### src/rtl/shift_pkg.sv
// shift_pkg: shared state encoding and default word width for the serializer
package shift_pkg;
    localparam logic IDLE          = 1'b0;
    localparam logic SHIFT         = 1'b1;
    localparam int   DEFAULT_WIDTH = 8;
endpackage

### src/rtl/bit_counter.sv
// bit_counter: modulo-MODULUS bit position counter with terminal-count decode
module bit_counter #(
    parameter int MODULUS = 8
) (
    input  logic clk,
    input  logic reset,
    input  logic clear,
    input  logic enable,
    output logic tc
);
    localparam int CW = $clog2(MODULUS);
    logic [CW-1:0] count;
    assign tc = count == CW'(MODULUS - 1);
    // count bit positions, wrapping to 0 after the last bit of a word
    always_ff @(posedge clk or negedge reset) begin
        if (!reset) count <= '0;
        else if (clear) count <= '0;
        else if (enable) count <= tc ? '0 : count + CW'(1);
    end
endmodule

### src/rtl/shift_serializer.sv
// shift_serializer: parallel-to-serial converter with a one-word holding buffer
module shift_serializer
    import shift_pkg::*;
#(
    parameter int WIDTH     = DEFAULT_WIDTH,
    parameter bit MSB_FIRST = 1'b1
) (
    input  logic             clk,
    input  logic             reset,
    input  logic [WIDTH-1:0] in_data,
    input  logic             in_valid,
    output logic             in_ready,
    output logic             ser_out,
    output logic             ser_valid,
    output logic             ser_last,
    output logic             busy
);
    logic             state, state_nx;
    logic [WIDTH-1:0] sreg, hbuf;
    logic             buf_full, accept, tc, last;
    logic             load_direct, load_buf, store_buf;
    assign in_ready    = ~buf_full;
    assign accept      = in_valid & in_ready;
    assign last        = (state == SHIFT) & tc;
    assign load_direct = accept & ((state == IDLE) | last);
    assign load_buf    = last & buf_full;
    assign store_buf   = accept & (state == SHIFT) & ~tc;
    bit_counter #(.MODULUS(WIDTH)) u_cnt (
        .clk    (clk),
        .reset  (reset),
        .clear  (accept & (state == IDLE)),
        .enable (state == SHIFT),
        .tc     (tc)
    );
    // state register
    always_ff @(posedge clk or negedge reset) begin
        if (!reset) state <= IDLE;
        else state <= state_nx;
    end
    // leave SHIFT only when the last bit goes out with nothing queued behind it
    always_comb begin
        state_nx = (state == IDLE) ? (accept ? SHIFT : IDLE)
                 : ((last & ~buf_full & ~accept) ? IDLE : SHIFT);
    end
    // shift register and holding buffer; reloads on the last-bit edge avoid bubbles
    always_ff @(posedge clk or negedge reset) begin
        if (!reset) begin
            sreg     <= '0;
            hbuf     <= '0;
            buf_full <= 1'b0;
        end else begin
            sreg     <= load_direct ? in_data
                      : load_buf ? hbuf
                      : (state == SHIFT) ? (MSB_FIRST ? sreg << 1 : sreg >> 1)
                      : sreg;
            hbuf     <= store_buf ? in_data : hbuf;
            buf_full <= store_buf ? 1'b1 : load_buf ? 1'b0 : buf_full;
        end
    end
    // serial outputs are forced low outside SHIFT
    always_comb begin
        ser_valid = state == SHIFT;
        ser_last  = last;
        ser_out   = (state == SHIFT) & (MSB_FIRST ? sreg[WIDTH-1] : sreg[0]);
        busy      = (state == SHIFT) | buf_full;
    end
endmodule

### config.mk
export PLATFORM = sky130hd
export DESIGN_NAME = shift_serializer
export DESIGN_NICKNAME = d
export VERILOG_FILES = /design/src/rtl/shift_pkg.sv /design/src/rtl/bit_counter.sv /design/src/rtl/shift_serializer.sv
export SDC_FILE = /design/constraint.sdc
export NUM_CORES = 1
export LEC_CHECK = 0
export CAP_MARGIN = 30
export CORE_UTILIZATION = 35
export CTS_BUF_LIST = sky130_fd_sc_hd__clkbuf_2
export DETAILED_ROUTE_END_ITERATION = 10
export PLACE_DENSITY_LB_ADDON = 0.05
export SLEW_MARGIN = 20
export SYNTH_ARGS = -nofsm -noshare
export SYNTH_HDL_FRONTEND = slang
export SYNTH_SLANG_ARGS = --single-unit
export TNS_END_PERCENT = 100
### constraint.sdc
create_clock -name clk -period 2 [get_ports clk]
set_clock_uncertainty 0.05 [all_clocks]
set_input_delay 0.4 -clock clk [delete_from_list [all_inputs] [get_ports clk]]
set_output_delay 0.4 -clock clk [all_outputs]
set_load 0.01 [all_outputs]
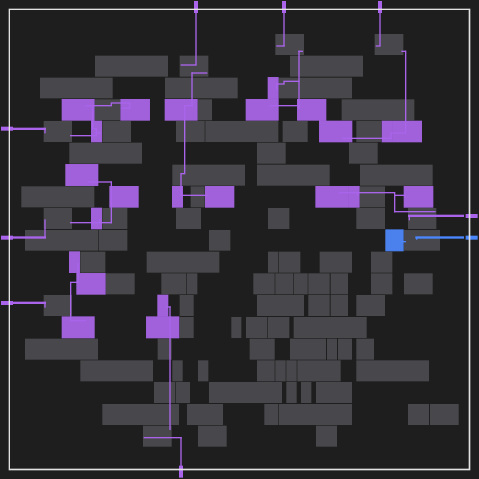
Fig. 1. Nets reached from selected ports (run 1).
Drawn at 8 px/µm.
Purple is `in_data`, bits 8, direction input, edge 3 left, 3 top, 1 bottom, 1 right, end cells 23, buffers 8, wire 175 µm. Blue is `ser_out`, bits 1, direction output, edge right, end cells 1, buffers 1, wire 6.40 µm.

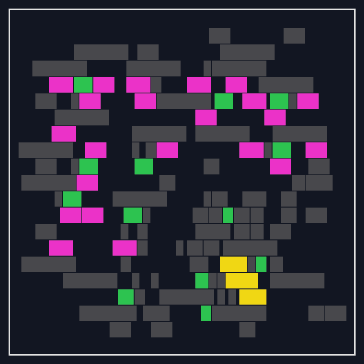
Fig. 2. Gate-type map (run 1).
Drawn at 6 px/µm.
Green is aoi and oai cells, cells 13, most used a221oi_1. Magenta is mux cells, cells 22, most used mux2i_1. Yellow is fa/ha/maj cells, cells 3, most used ha_1.

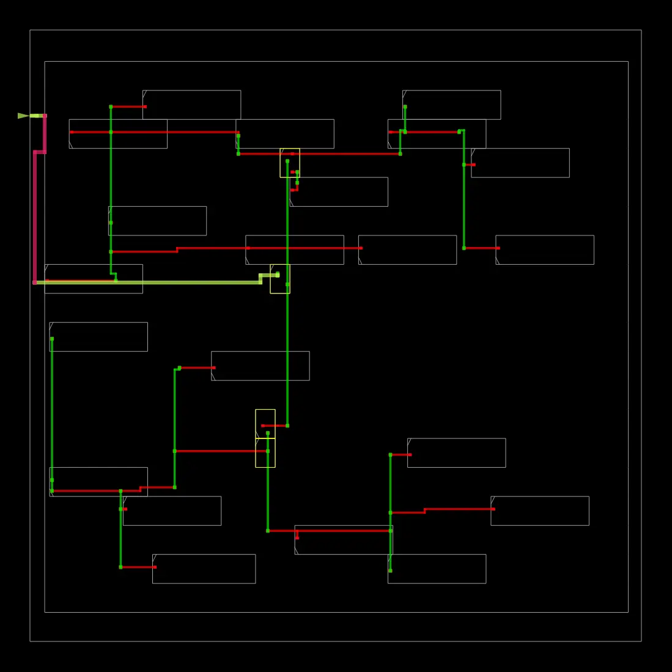
Fig. 3. The clock network (run 1).
Power Clock: 0.178 mW
number of clock buffer instances in the layout: 3
number of buffers created by CTS: 3

==> out/summary.rpt, run 1 <==
======================================================================
Ratio of cells with drive above 1 in the final layout ...       0.2650
Crit-path slowest cell ..................................      dfrtp_1
Adder-cell area share of the yosys netlist ..............      0.03501
Result of the run ....................................... complete, no violations
Synth unique cells ......................................           21
Ratio of routed vias to standard cells ..................        5.196
Maximum fanout encountered on the critical timing path ..            3
Global-route usage over all layers ......................       0.1570
Commonest cells after routing, fill and taps aside ...... dfrtp_1, mux2i_1, clkdlybuf4s50_1, buf_4, nor2_1
Maximum single-stage delay on the critical path .........       440 ps
Share of cell area taken by multi-input logic gates .....       0.3758
Combinational cell area excluding buffers and inverters .    501.7 µm²
Vias in the first global route ..........................          852
H-tree depth ............................................            1
Worst slack on hold paths ...............................     347.2 ps
Relative slew margins ...................................       0.7699
Worst IR Drop VDD .......................................  0.0004742 V
Share of cell area taken by muxes after synthesis .......       0.2147
Number of enable flip-flop cells ........................            0
Final hold violations ...................................            0
Synth-to-Final Area Change ..............................       24.50%
Antenna violations before repair ........................            0
Largest area contributor in the synthesized netlist .....      dfrtp_1
Proportion of cell area occupied by registers ...........       0.3946
Crit path kind .......................................... register to output pin
CP Capture Type .........................................   output pin
Post-synth design cell area ............................. 0.001072 mm²
Pre-antenna DRT Iters ...................................            3
Count leader, synth .....................................      dfrtp_1
Sequential group share of total power ...................        0.410
======================================================================
## run 1: per-layer routing
metal  track usage  up-vias  routed length, µm
li1              -      377                  -
met1        0.2087      379               1024
met2        0.2425       11               1047
met3       0.02268        2                 69
met4       0.09408        0                 16
met5             0        -                  0
## run 1: flip-flops by register name, indices dropped and copies added (netlist names)
name / count
sreg: 8
buf_full: 1
u_cnt.count: 3
hbuf: 8
ser_valid: 1
## run 1: worst max path at each step
stage / from / endpoint / slack (ps) / cells after the start
finish: u_cnt.count[0] / ser_last / 100 / 4
global route: buf_full / in_ready / 4 / 2
CTS: buf_full / busy / 10 / 3
detailed placement: u_cnt.count[0] / ser_last / 90 / 4
global placement: u_cnt.count[0] / ser_last / 80 / 4
floorplan: u_cnt.count[0] / hbuf[0] / 310 / 4
Fig. 4: run 1, where the registers sit
Drawn at 4 px/µm.
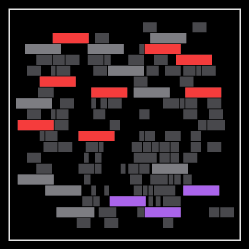

==> run 1 -> run 2 <==
ABC_AREA = 1   (was default)
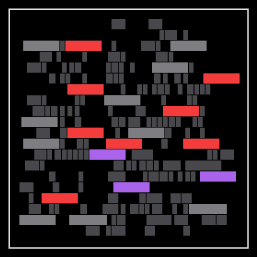
Fig. 5. Where the registers sit (run 2).
Drawn at 4 px/µm.
Red is `sreg`, sequential cells 8. Purple is `u_cnt.count`, sequential cells 3.
flip-flop and latch area: 528.0 µm²
proportion of cell area occupied by registers: 0.3712
fin util: 0.4622

==> out/summary.rpt, run 2 <==
=====================================================================
Met1 track demand over resource in global routing ......       0.2317
Crit path kind ......................................... register to output pin
Count leader, synth ....................................      nand2_1
Number of enable flip-flop cells .......................            0
Adder-cell area share of the yosys netlist .............      0.03268
Largest registers ...................................... hbuf (8), sreg (8), u_cnt.count (3)
Maximum single-stage delay on the critical path ........       530 ps
Result of the run ...................................... complete, no violations
Ratio of cells with drive above 1 in the final layout ..       0.1977
Worst IR Drop VDD ......................................  0.0005816 V
End point of the critical path .........................     in_ready
Largest area contributor in the synthesized netlist ....      dfrtp_1
Wire length on met3 ....................................       104 µm
Global routing's busiest layer .........................         met2
Global-route usage over all layers .....................       0.1701
Maximum fanout encountered on the critical timing path .            4
Relative slew margins ..................................       0.7766
Vias in the first global route .........................          902
Synth-to-Final Area Change .............................       23.86%
Met2 layer usage reported by global route ..............       0.2665
Met2 wire length .......................................      1148 µm
Synth unique cells .....................................           15
Pre-antenna DRT Iters ..................................            4
=====================================================================
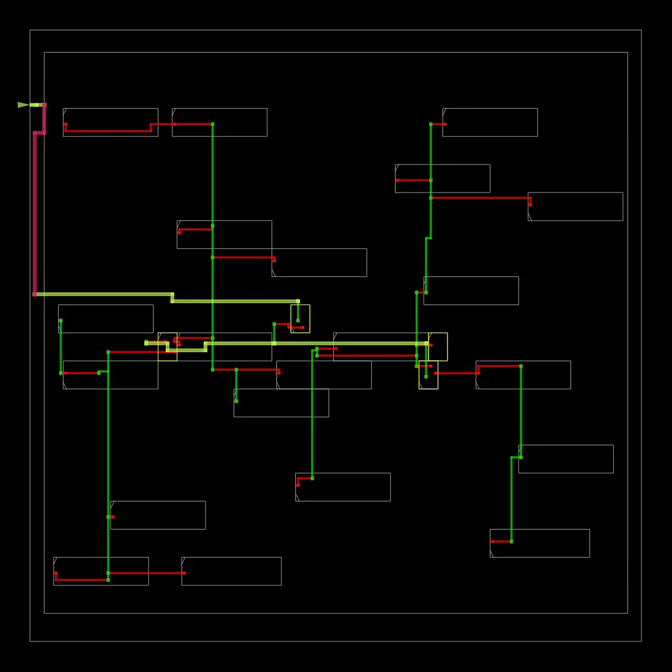
Fig. 6. The clock network (run 2).
Power Clock: 0.186 mW
later-pin clock latency in the skew report: 340 ps
CTS sink count: 21

==> run 2: report_power, final <==
part	internal, mW	total [mW]	leakage (nW)	switching (mW)
Sequential	0.607	0.717	0.260	0.110
Clock	0.0453	0.186	0.0164	0.140
Combinational	0.368	0.835	0.476	0.467
==> run 2: cell type report <==
cell class              count  share of cell area
well taps                  44             0.03870
clock buffers               3             0.01055
repair buffers             23              0.1460
multi-input cells         101              0.3694
clock inverters             1            0.003518
inverters                  23             0.06069
flip-flops and latches     21              0.3712
==> run 2: what timing repair did <==
action                     in CTS  in global routing
hold buffers                    0                  0
resized                         5                  4
pin swaps                       0                  1
setup endpoints to repair       4                  3
buffers inserted                4                  2
hold endpoints to repair        0                  0
Fig. 7: run 2, gate-type map
Drawn at 6 px/µm.
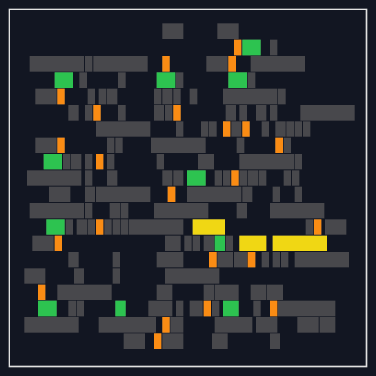

==> run 2 -> run 3 <==
CORE_ASPECT_RATIO = 1.75   (was default)
CTS_BUF_LIST = sky130_fd_sc_hd__clkbuf_4   (was sky130_fd_sc_hd__clkbuf_2)
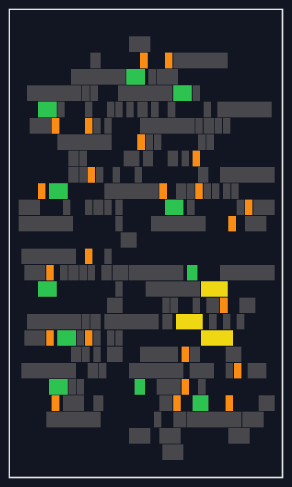
Fig. 8. Gate-type map (run 3).
Drawn at 6 px/µm.
Green is aoi and oai cells, cells 11, most used o21ai_2. Yellow is fa/ha/maj cells, cells 3, most used ha_1. Orange is inv cells, cells 23, most used inv_1.
commonest non-fill, non-tap cell in the layout: nand2_1
share of cell area taken by multi-input logic gates: 0.3697

==> out/summary.rpt, run 3 <==
======================================================================
P_sw ....................................................    0.6933 mW
Crit-path slowest cell ..................................      dfrtp_1
Final hold violations ...................................            0
Uppermost routed layer ..................................         met4
Synth unique cells ......................................           15
Relative slew margins ...................................       0.7975
CP Capture Type .........................................   output pin
H-tree depth ............................................            1
Met1 track demand over resource in global routing .......       0.2021
Post-synth design cell area ............................. 0.001149 mm²
Vias in the first global route ..........................          860
Sequential group share of total power ...................        0.418
Result of the run ....................................... complete, no violations
Flip-flop and latch area ................................    525.5 µm²
Combinational cell area excluding buffers and inverters .    513.0 µm²
Crit path kind .......................................... register to output pin
Maximum fanout encountered on the critical timing path ..            3
Cell internal power dissipation .........................     1.015 mW
Dominant power group .................................... combinational cells
Pre-antenna DRT Iters ...................................            4
Global-route usage over all layers ......................       0.1570
Detailed-routing wirelength on met1 .....................      1071 µm
Reported sequential group power .........................     0.714 mW
Antenna violations before repair ........................            0
Switch share ............................................       0.4059
Ratio of routed vias to standard cells ..................        4.550
Worst slack on hold paths ...............................     360.1 ps
Commonest cells after routing, fill and taps aside ...... nand2_1, dfrtp_1, inv_1
Ratio of cells with drive above 1 in the final layout ...       0.1548
Later-pin clock latency in the skew report ..............       310 ps
Number of enable flip-flop cells ........................            0
Number of buffers created by CTS ........................            3
Largest area contributor in the synthesized netlist .....      dfrtp_1
Maximum single-stage delay on the critical path .........       410 ps
Power Clock .............................................     0.235 mW
Met2 layer usage reported by global route ...............       0.2507
Fin util ................................................       0.4417
Hold bufs inserted after CTS ............................            0
Worst IR Drop VDD .......................................  0.0004686 V
Wire length on met3 .....................................        50 µm
Combinational Power Share ...............................        0.444
Largest registers ....................................... hbuf (8), sreg (8), u_cnt.count (3)
Count leader, synth .....................................      nand2_1
======================================================================
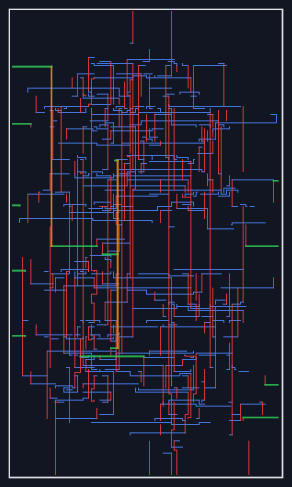
Fig. 9. Metal layers overlaid (run 3).
Drawn at 6 px/µm.
Orange is M4, wire length 61.2 µm. Red is M2, wire length 1210 µm. Green is M3, wire length 50.6 µm. Blue is M1, wire length 1070 µm.

-- run 3: cell counts after synthesis --
Identical to the previous run, type by type.
-- run 3: cell families (layout without fill, tap and decap cells) --
kind of cell	count (synthesis)	in the layout	share of synthesized area
AND-OR/OR-AND	11	11	0.07625
adder cells (fa/ha/maj)	3	3	0.03268
buffers and inverters	26	46	0.09803
flip-flops	21	21	0.4575
AND/OR/NAND/NOR	87	87	0.3355
-- run 3: area by class of cell --
cell class / count / share of cell area
flip-flops and latches: 21 / 0.3787
clock buffers: 4 / 0.02164
inverters: 23 / 0.06222
repair buffers: 19 / 0.1289
multi-input cells: 101 / 0.3697
well taps: 43 / 0.03877
-- run 3: repair_timing --
action | CTS | global route
resized | 2 | 0
endpoints found under the setup margin | 1 | 0
buffers inserted | 1 | 0
Power figures rest on the tool's default switching activity, not on a simulated workload.
